==> images/met1.png <==
Bar = 20 microns.
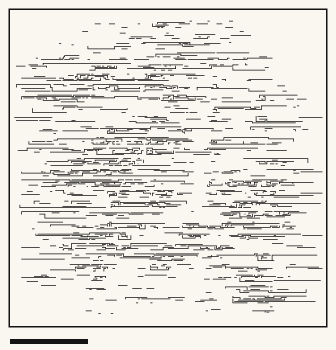
==> images/met2.png <==
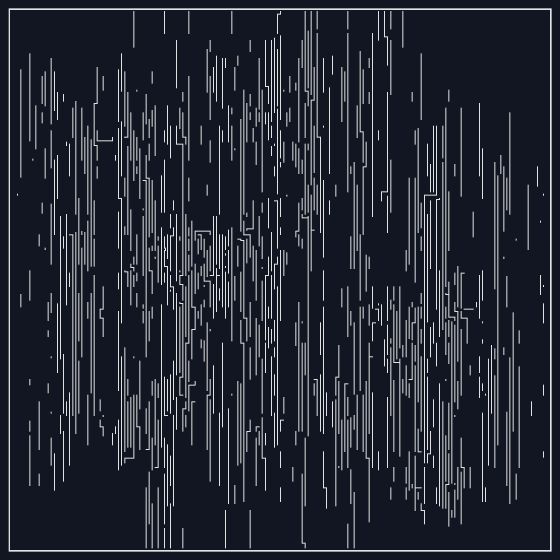
==> images/met3.png <==
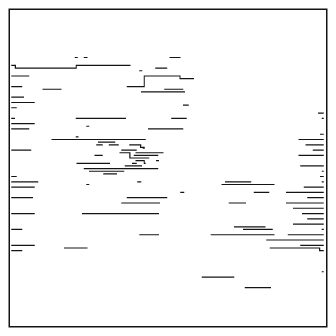
==> images/met4.png <==
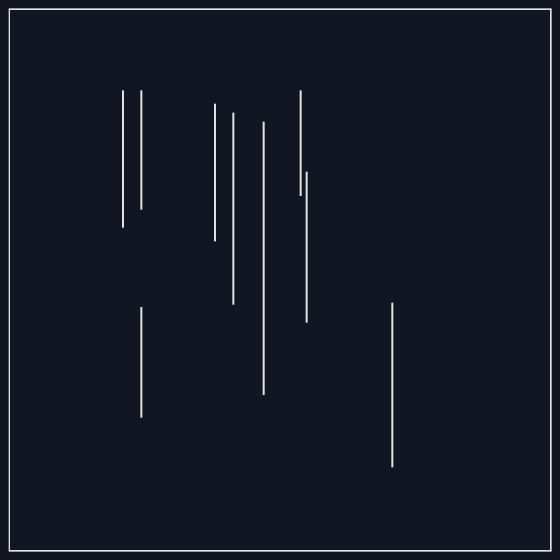
### src/rtl/instr_encoder_loader_pkg.sv
// Shared instruction-set definitions for the encoder/loader and the control decoder.
// Class enum, major opcodes, unary select codes, error codes and loader states.
package instr_encoder_loader_pkg;

    typedef enum logic [3:0] {
        OP_LDR   = 4'd0,
        OP_STR   = 4'd1,
        OP_ALU   = 4'd2,
        OP_UNARY = 4'd3,
        OP_JMP   = 4'd4,
        OP_BRC   = 4'd5,
        OP_BLT   = 4'd6,
        OP_BEQ   = 4'd7,
        OP_MOV   = 4'd8,
        OP_SHL   = 4'd9,
        OP_ADDI  = 4'd10,
        OP_SUBI  = 4'd11
    } op_class_t;

    localparam logic [2:0] OPC_LS  = 3'b000;
    localparam logic [2:0] OPC_MOV = 3'b001;
    localparam logic [2:0] OPC_ALU = 3'b010;
    localparam logic [2:0] OPC_SHL = 3'b011;
    localparam logic [2:0] OPC_BR  = 3'b100;
    localparam logic [2:0] OPC_BLT = 3'b101;
    localparam logic [2:0] OPC_BEQ = 3'b110;
    localparam logic [2:0] OPC_ARI = 3'b111;

    localparam logic [1:0] SEL_FN0 = 2'b00;
    localparam logic [1:0] SEL_FN1 = 2'b10;
    localparam logic [1:0] SEL_FN2 = 2'b01;

    localparam logic [1:0] ERR_NONE     = 2'b00;
    localparam logic [1:0] ERR_ILLEGAL  = 2'b01;
    localparam logic [1:0] ERR_OVERFLOW = 2'b10;
    localparam logic [1:0] ERR_UNKNOWN  = 2'b11;

    typedef enum logic [1:0] {
        S_IDLE,
        S_LOAD,
        S_DONE,
        S_ERR
    } load_state_t;

    // Unary sub-op select is not the raw fn value: fn 01 and 10 swap.
    function automatic logic [1:0] unary_sel(input logic [1:0] fn);
        case (fn)
            2'b00:   return SEL_FN0;
            2'b01:   return SEL_FN1;
            2'b10:   return SEL_FN2;
            default: return SEL_FN0;
        endcase
    endfunction

endpackage

### src/rtl/instr_encoder_loader_if.sv
// Field-bundle input stream and instruction-memory write port of the loader.
interface instr_encoder_loader_if #(
    parameter int unsigned ADDR_W = 10
);
    logic              in_valid;
    logic              in_ready;
    logic [3:0]        in_op;
    logic [1:0]        in_fn;
    logic [2:0]        in_ra;
    logic [2:0]        in_rb;
    logic [4:0]        in_imm;
    logic              in_last;
    logic              im_wen;
    logic [ADDR_W-1:0] im_addr;
    logic [8:0]        im_wdata;

    modport slave (
        input  in_valid, in_op, in_fn, in_ra, in_rb, in_imm, in_last,
        output in_ready, im_wen, im_addr, im_wdata
    );

    modport master (
        output in_valid, in_op, in_fn, in_ra, in_rb, in_imm, in_last,
        input  in_ready, im_wen, im_addr, im_wdata
    );
endinterface

### src/rtl/instr_encoder_loader_encode.sv
// Combinational packer: instruction fields -> 9-bit machine code plus legality flags.
module instr_encode
    import instr_encoder_loader_pkg::*;
(
    input  logic [3:0] i_op,
    input  logic [1:0] i_fn,
    input  logic [2:0] i_ra,
    input  logic [2:0] i_rb,
    input  logic [4:0] i_imm,
    output logic [8:0] o_code,
    output logic       o_legal,
    output logic       o_known
);
    logic w_ra_wide;
    logic w_rb_wide;
    logic w_imm_wide;
    logic w_fn_bad;

    // Field too large for a 2-bit register slot or a 3-bit immediate slot.
    assign w_ra_wide  = i_ra[2];
    assign w_rb_wide  = i_rb[2];
    assign w_imm_wide = |i_imm[4:3];
    assign w_fn_bad   = (i_fn == 2'b11);

    always_comb begin
        o_code  = '0;
        o_legal = 1'b1;
        o_known = 1'b1;
        case (i_op)
            OP_LDR: begin
                o_code  = {OPC_LS, 1'b0, i_ra, i_rb[1:0]};
                o_legal = !w_rb_wide;
            end
            OP_STR: begin
                o_code  = {OPC_LS, 1'b1, i_ra[1:0], i_rb};
                o_legal = !w_ra_wide;
            end
            OP_ALU: begin
                o_code  = {OPC_ALU, i_fn, i_ra[1:0], i_rb[1:0]};
                o_legal = !w_ra_wide && !w_rb_wide && !w_fn_bad;
            end
            OP_UNARY: begin
                o_code  = {OPC_ALU, 2'b11, unary_sel(i_fn), i_ra[1:0]};
                o_legal = !w_ra_wide && !w_fn_bad;
            end
            OP_JMP:  o_code = {OPC_BR, 1'b1, i_imm};
            OP_BRC:  o_code = {OPC_BR, 1'b0, i_imm};
            OP_BLT:  o_code = {OPC_BLT, i_ra, i_rb};
            OP_BEQ:  o_code = {OPC_BEQ, i_ra, i_rb};
            OP_MOV:  o_code = {OPC_MOV, i_ra, i_rb};
            OP_SHL: begin
                o_code  = {OPC_SHL, i_ra, i_imm[2:0]};
                o_legal = !w_imm_wide;
            end
            OP_ADDI: begin
                o_code  = {OPC_ARI, 1'b0, i_ra[1:0], i_imm[2:0]};
                o_legal = !w_ra_wide && !w_imm_wide;
            end
            OP_SUBI: begin
                o_code  = {OPC_ARI, 1'b1, i_ra[1:0], i_imm[2:0]};
                o_legal = !w_ra_wide && !w_imm_wide;
            end
            default: begin
                o_legal = 1'b0;
                o_known = 1'b0;
            end
        endcase
    end
endmodule

### src/rtl/instr_encoder_loader.sv
// Loads an encoded program into instruction memory from a field-bundle stream,
// writing sequential addresses from a latched base and flagging encoding errors.
module instr_encoder_loader
    import instr_encoder_loader_pkg::*;
#(
    parameter int unsigned ADDR_W = 10,
    parameter int unsigned DEPTH  = 1024
) (
    input  logic                  i_clk,
    input  logic                  i_rst_n,
    input  logic                  i_start,
    input  logic [ADDR_W-1:0]     i_base_addr,
    instr_encoder_loader_if.slave bus,
    output logic [ADDR_W-1:0]     o_count,
    output logic                  o_done,
    output logic                  o_err,
    output logic [1:0]            o_err_code
);
    localparam logic [ADDR_W-1:0] LAST_IDX = ADDR_W'(DEPTH - 1);

    load_state_t       r_state;
    load_state_t       w_state_nxt;
    logic [ADDR_W-1:0] r_base;
    logic [ADDR_W-1:0] r_count;
    logic [1:0]        r_err_code;
    logic [1:0]        w_err_code_nxt;
    logic              r_wen;
    logic [ADDR_W-1:0] r_addr;
    logic [8:0]        r_wdata;
    logic              w_accept;
    logic              w_write;
    logic              w_latch;
    logic [8:0]        w_code;
    logic              w_legal;
    logic              w_known;

    instr_encode u_encode (
        .i_op    (bus.in_op),
        .i_fn    (bus.in_fn),
        .i_ra    (bus.in_ra),
        .i_rb    (bus.in_rb),
        .i_imm   (bus.in_imm),
        .o_code  (w_code),
        .o_legal (w_legal),
        .o_known (w_known)
    );

    assign bus.in_ready = (r_state == S_LOAD);
    assign w_accept     = bus.in_valid && bus.in_ready;

    always_ff @(posedge i_clk or negedge i_rst_n) begin
        if (!i_rst_n) begin
            r_state <= S_IDLE;
        end else begin
            r_state <= w_state_nxt;
        end
    end

    // The overflowing word is still written; the error takes effect after it.
    always_comb begin
        w_state_nxt    = r_state;
        w_err_code_nxt = r_err_code;
        w_write        = 1'b0;
        w_latch        = 1'b0;
        case (r_state)
            S_LOAD: begin
                if (w_accept) begin
                    if (!w_known) begin
                        w_state_nxt    = S_ERR;
                        w_err_code_nxt = ERR_UNKNOWN;
                    end else if (!w_legal) begin
                        w_state_nxt    = S_ERR;
                        w_err_code_nxt = ERR_ILLEGAL;
                    end else begin
                        w_write = 1'b1;
                        if (bus.in_last) begin
                            w_state_nxt = S_DONE;
                        end else if (r_count == LAST_IDX) begin
                            w_state_nxt    = S_ERR;
                            w_err_code_nxt = ERR_OVERFLOW;
                        end
                    end
                end
            end
            default: begin
                if (i_start) begin
                    w_state_nxt    = S_LOAD;
                    w_err_code_nxt = ERR_NONE;
                    w_latch        = 1'b1;
                end
            end
        endcase
    end

    always_ff @(posedge i_clk or negedge i_rst_n) begin
        if (!i_rst_n) begin
            r_base     <= '0;
            r_count    <= '0;
            r_err_code <= '0;
            r_wen      <= 1'b0;
            r_addr     <= '0;
            r_wdata    <= '0;
        end else begin
            r_wen      <= w_write;
            r_err_code <= w_err_code_nxt;
            if (w_latch) begin
                r_base  <= i_base_addr;
                r_count <= '0;
            end
            if (w_write) begin
                r_addr  <= r_base + r_count;
                r_wdata <= w_code;
                r_count <= r_count + 1'b1;
            end
        end
    end

    assign bus.im_wen   = r_wen;
    assign bus.im_addr  = r_addr;
    assign bus.im_wdata = r_wdata;
    assign o_count      = r_count;
    assign o_done       = (r_state == S_DONE);
    assign o_err        = (r_state == S_ERR);
    assign o_err_code   = r_err_code;
endmodule

### src/flat_wrapper.sv
// flat-port wrapper written by rule: the top's interface ports become plain ports
module instr_encoder_loader_flat import instr_encoder_loader_pkg::*;
#(
    parameter int unsigned ADDR_W = 10,
    parameter int unsigned DEPTH  = 1024
)
  (i_clk, i_rst_n, i_start, i_base_addr, o_count, o_done, o_err, o_err_code, bus_in_valid, bus_in_op, bus_in_fn, bus_in_ra, bus_in_rb, bus_in_imm, bus_in_last, bus_in_ready, bus_im_wen, bus_im_addr, bus_im_wdata);
  instr_encoder_loader_if #(.ADDR_W(ADDR_W)) bus_i ();
  input  logic i_clk;
  input  logic i_rst_n;
  input  logic i_start;
  input  logic [ADDR_W-1:0] i_base_addr;
  output logic [ADDR_W-1:0] o_count;
  output logic o_done;
  output logic o_err;
  output logic [1:0] o_err_code;
  input wire logic [$bits(bus_i.in_valid)-1:0] bus_in_valid;
  input wire logic [$bits(bus_i.in_op)-1:0] bus_in_op;
  input wire logic [$bits(bus_i.in_fn)-1:0] bus_in_fn;
  input wire logic [$bits(bus_i.in_ra)-1:0] bus_in_ra;
  input wire logic [$bits(bus_i.in_rb)-1:0] bus_in_rb;
  input wire logic [$bits(bus_i.in_imm)-1:0] bus_in_imm;
  input wire logic [$bits(bus_i.in_last)-1:0] bus_in_last;
  output wire logic [$bits(bus_i.in_ready)-1:0] bus_in_ready;
  output wire logic [$bits(bus_i.im_wen)-1:0] bus_im_wen;
  output wire logic [$bits(bus_i.im_addr)-1:0] bus_im_addr;
  output wire logic [$bits(bus_i.im_wdata)-1:0] bus_im_wdata;
  assign bus_i.in_valid = bus_in_valid;
  assign bus_i.in_op = bus_in_op;
  assign bus_i.in_fn = bus_in_fn;
  assign bus_i.in_ra = bus_in_ra;
  assign bus_i.in_rb = bus_in_rb;
  assign bus_i.in_imm = bus_in_imm;
  assign bus_i.in_last = bus_in_last;
  assign bus_in_ready = bus_i.in_ready;
  assign bus_im_wen = bus_i.im_wen;
  assign bus_im_addr = bus_i.im_addr;
  assign bus_im_wdata = bus_i.im_wdata;
  instr_encoder_loader #(.ADDR_W(ADDR_W), .DEPTH(DEPTH)) u_core (.i_clk(i_clk), .i_rst_n(i_rst_n), .i_start(i_start), .i_base_addr(i_base_addr), .bus(bus_i), .o_count(o_count), .o_done(o_done), .o_err(o_err), .o_err_code(o_err_code));
endmodule
### config.mk
export PLATFORM = sky130hd
export DESIGN_NAME = instr_encoder_loader_flat
export DESIGN_NICKNAME = d
export VERILOG_FILES = /design/src/rtl/instr_encoder_loader_pkg.sv /design/src/rtl/instr_encoder_loader_if.sv /design/src/rtl/instr_encoder_loader_encode.sv /design/src/rtl/instr_encoder_loader.sv /design/src/flat_wrapper.sv
export SDC_FILE = /design/constraint.sdc
export NUM_CORES = 1
export LEC_CHECK = 0
export CAP_MARGIN = 20
export CORE_UTILIZATION = 46
export CTS_CLUSTER_DIAMETER = 100
export DETAILED_ROUTE_END_ITERATION = 8
export PLACE_DENSITY = 0.82
export SKIP_CTS_REPAIR_TIMING = 1
export SLEW_MARGIN = 40
export SYNTH_ARGS = -nofsm -noshare
export SYNTH_HDL_FRONTEND = slang
export SYNTH_SLANG_ARGS = --single-unit
export TNS_END_PERCENT = 10
### constraint.sdc
create_clock -name i_clk -period 2 [get_ports i_clk]
set_input_delay 0.4 -clock i_clk [delete_from_list [all_inputs] [get_ports i_clk]]
set_output_delay 0.4 -clock i_clk [all_outputs]
set_load 0.02 [all_outputs]
==> flow_metrics.tcl <==
# collected from the flow reports
set metrics [dict create \
    coreArea_sq_um 5990 \
    wl_met3_microns 533 \
    drive_above_1_share_pct 24.8 \
    slew_violations 0 \
    power.density_nw_per_um2 999 \
    ir_drop_v 0.000664 \
    place_congestion 0.856 \
    yosysChipArea_sq_um 2890 \
    areaGrowthSynthToFinish_pct 43.9 \
    clock_path_buffers 2 \
    syn_area_sq_um 2890 \
    endpoint_kind "flop" \
    ys_sh_mux_pct 13.1 \
    grt_max_degree 33 \
    synthFlopType "dfrtp_1" \
    synth_warnings 0 \
    cts_tree "built" \
    clkTransAtPathRegs_ps 90 \
    antenna_left 0 \
    crit_required_ps 2190 \
    async_flop_share_pct 100 \
    grt_overflow 0 \
    crit_type "reg -> reg" \
    boundaryPins 67 \
    drcViolationCount 0 \
    synthDominantCellAreaShare_pct 38.1 \
    fin_crit_sh_pct 99.5 \
    clock_latency_ps 310 \
    n_antenna_cell 0 \
    fill_cells 479 \
    worst_pin_slew_ps 341 \
    dp_hpwl_mm 5.70 \
    rsz0062_at_grt "yes" \
    grt_antenna_before_repair 0 \
    max_slew_margin_pct 77.3 \
    ys_seq_share_pct 38.1 \
    finalSetupTns_ps 0 \
    drt_first_iter_violations 145 \
    syn_area_per_cell_sq_um 9.79 \
    skew_ps 8.17 \
    leakagePower_uw 0.00184 \
    drtPass1Iterations 4 \
    ys_cells 295 \
    final_nets 441 \
    cts_root_buf "clkbuf_8" \
    maxCapViolCount 0 \
    die_area_sq_um 6600 \
    grt_pass1_vias 2556 \
    crit_fanout 2 \
    warnings 28 \
    area_leaders "dfrtp_1 (38%), mux2_4 (7.8%), ha_1 (4.3%)" \
    placed_area_sq_um 3930 \
    logic_family "AND-OR/OR-AND gates" \
    grt_pass1_wl_mm 12.2 \
    syn_inst 295 \
    xor_share_pct 2.43 \
    fp_util_pct 48.2 \
    viasPerCell 5.81 \
    clock-sinks 44 \
    outcome "finished clean" \
    finalSetupViolations 0 \
    io_buffers 66 \
    simple_gate_area_share_pct 17.5 \
    ys_sh_aoi_pct 18.8 \
    fin_crit_ps 1990 \
    wl_met2_mm 3.88 \
    power_uw 4150 \
    cts_buffers 5 \
    wl_per_cell_microns 16.3 \
    ys_sh_adder_pct 5.03 \
    top_layer "met4" \
    wl_met1_mm 3.13 \
    die_x_microns 81.2 \
    row_count 28 \
    ys_ff 44 \
    critPathLaunchType "flop" \
    fin_area_sq_um 4160 \
    fin_util_pct 69.4 \
    yosysTopAreaCell "dfrtp_1" \
    hold_violations 0 \
    arrival_ps 2180 \
    synthesis.nets 338 \
    grt_usage_pct 24.5 \
    max_freq_mhz 503 \
    die_height_microns 81.2 \
    ys_types 56 \
    edf_count 0 \
    hold_class "in -> async" \
    htree_levels 2 \
]
-- met1.png (at the start) --
- longest straight run: 22.5 microns
- share of all routed wire: 40%
routed wire length: 7.75 mm
via count: 2753

-- met2.png (at the start) --
- longest straight run: 40.5 microns
- nets with wire on the layer: 382
grt met2 use: 42.1%

-- met3.png (at the start) --
- longest straight run: 23.9 microns
- nets with wire on the layer: 76

-- met4.png (at the start) --
- main direction: vertical
- wire length on this layer: 207 microns

where the power goes:
| part | internal, uW | total (uW) | switching (uW) |
|---|---|---|---|
| Sequential | 1190 | 1400 | 210 |
| Clock | 377 | 715 | 338 |
| Combinational | 1110 | 2040 | 925 |
| Total | 2680 | 4150 | 1470 |
cell usage after synthesis, types with 5 or more instances:
master and n:
dfrtp_1 44, buf_2 7, o21ai_0 8, nand3_1 19, a21oi_1 19, mux2_4 15, inv_1 12, nor3_1 5
nand2_1 16, clkbuf_1 8, o21ai_1 5, ha_1 10, nor2_1 14, nor2b_1 5, and3_1 8, o311ai_1 8
o211ai_1 5, xnor2_1 7, mux2_2 10
registers in the layout (all words and copies together) (netlist names):
name / cells
u_core.o_count: 10
u_core.o_err_code: 2
u_core.r_state: 2
u_core.bus.im_addr: 10
u_core.bus.im_wdata: 9
u_core.r_base: 10
u_core.bus.im_wen: 1
per-stage QoR:
| step | setup slack (ps) | hold slack [ps] | std cells |
|---|---|---|---|
| after floorplan | -45.5 | 104 | 295 |
| after global placement | -296 | 495 | 463 |
| after detailed placement | -381 | 494 | 463 |
| after CTS | -69.6 | 175 | 471 |
| after global routing | -56.3 | 504 | 474 |
| final | 10.1 | 494 | 474 |
final timing paths:
| path | startpoint | end | slack (ps) | depth (start not counted) |
|---|---|---|---|---|
| max | u_core.o_count[6] | u_core.bus.im_addr[9] | 10 | 6 |
| min | i_rst_n | u_core.bus.im_wdata[4] | 490 | 2 |
| max reg2reg | u_core.o_count[6] | u_core.bus.im_addr[9] | 10 | 6 |
| min reg2reg | u_core.bus.im_addr[5] | u_core.bus.im_addr[5] | 520 | 1 |
| max in group asynchronous | i_rst_n | u_core.r_base[4] | 900 | 4 |
| min in group i_clk | u_core.bus.im_addr[5] | u_core.bus.im_addr[5] | 520 | 1 |
cells in the final DEF (no fill, tap or decap), types with 4 or more instances in the layout:
cell             Yosys  routed
nor2_1              14      14
nand4_1              4       4
o311ai_1             8       8
ha_1                10       9
clkbuf_8             0       5
nand2_1             16      16
clkdlybuf4s50_1      0      61
o21ai_1              5       5
dfrtp_1             44      43
nand3_1             19      19
buf_12               0       4
o21a_1               4       4
o211ai_1             5       5
a21oi_1             19      18
xnor2_1              7       7
nor4_1               4       4
mux2_4              15      15
o21ai_0              8       6
inv_1               12      11
mux2_2              10      10
nor3_1               5       5
and3_1               8       8
o221ai_1             4       4
dlymetal6s2s_1       0       4
buf_4                1      42
and2_1               4       4
final cells by class:
cell class | count | area, sq um | share of cell area (%)
multi-input combinational | 220 | 1700 | 40.8
tap | 75 | 93.8 | 2.26
timing repair buffer | 114 | 1100 | 26.4
clock buffer | 5 | 68.8 | 1.66
clock inverter | 3 | 46.3 | 1.11
sequential | 44 | 1100 | 26.5
inverter | 13 | 48.8 | 1.17
metal layers:
metal,track usage (%),vias to the layer above
met5,0,-
li1,-,1309
met2,42.1,128
met1,30.4,1295
met3,4.16,21
met4,9.64,0
worst max-delay path: stages, from the launching register on:
cell and delay, ps:
dfrtp_1 390, ha_1 330, a211o_1 310, or3_1 330, o22ai_2 160, xnor2_1 100
mux2_4 250
No activity file was given, so power comes from the tool's default toggle rates.
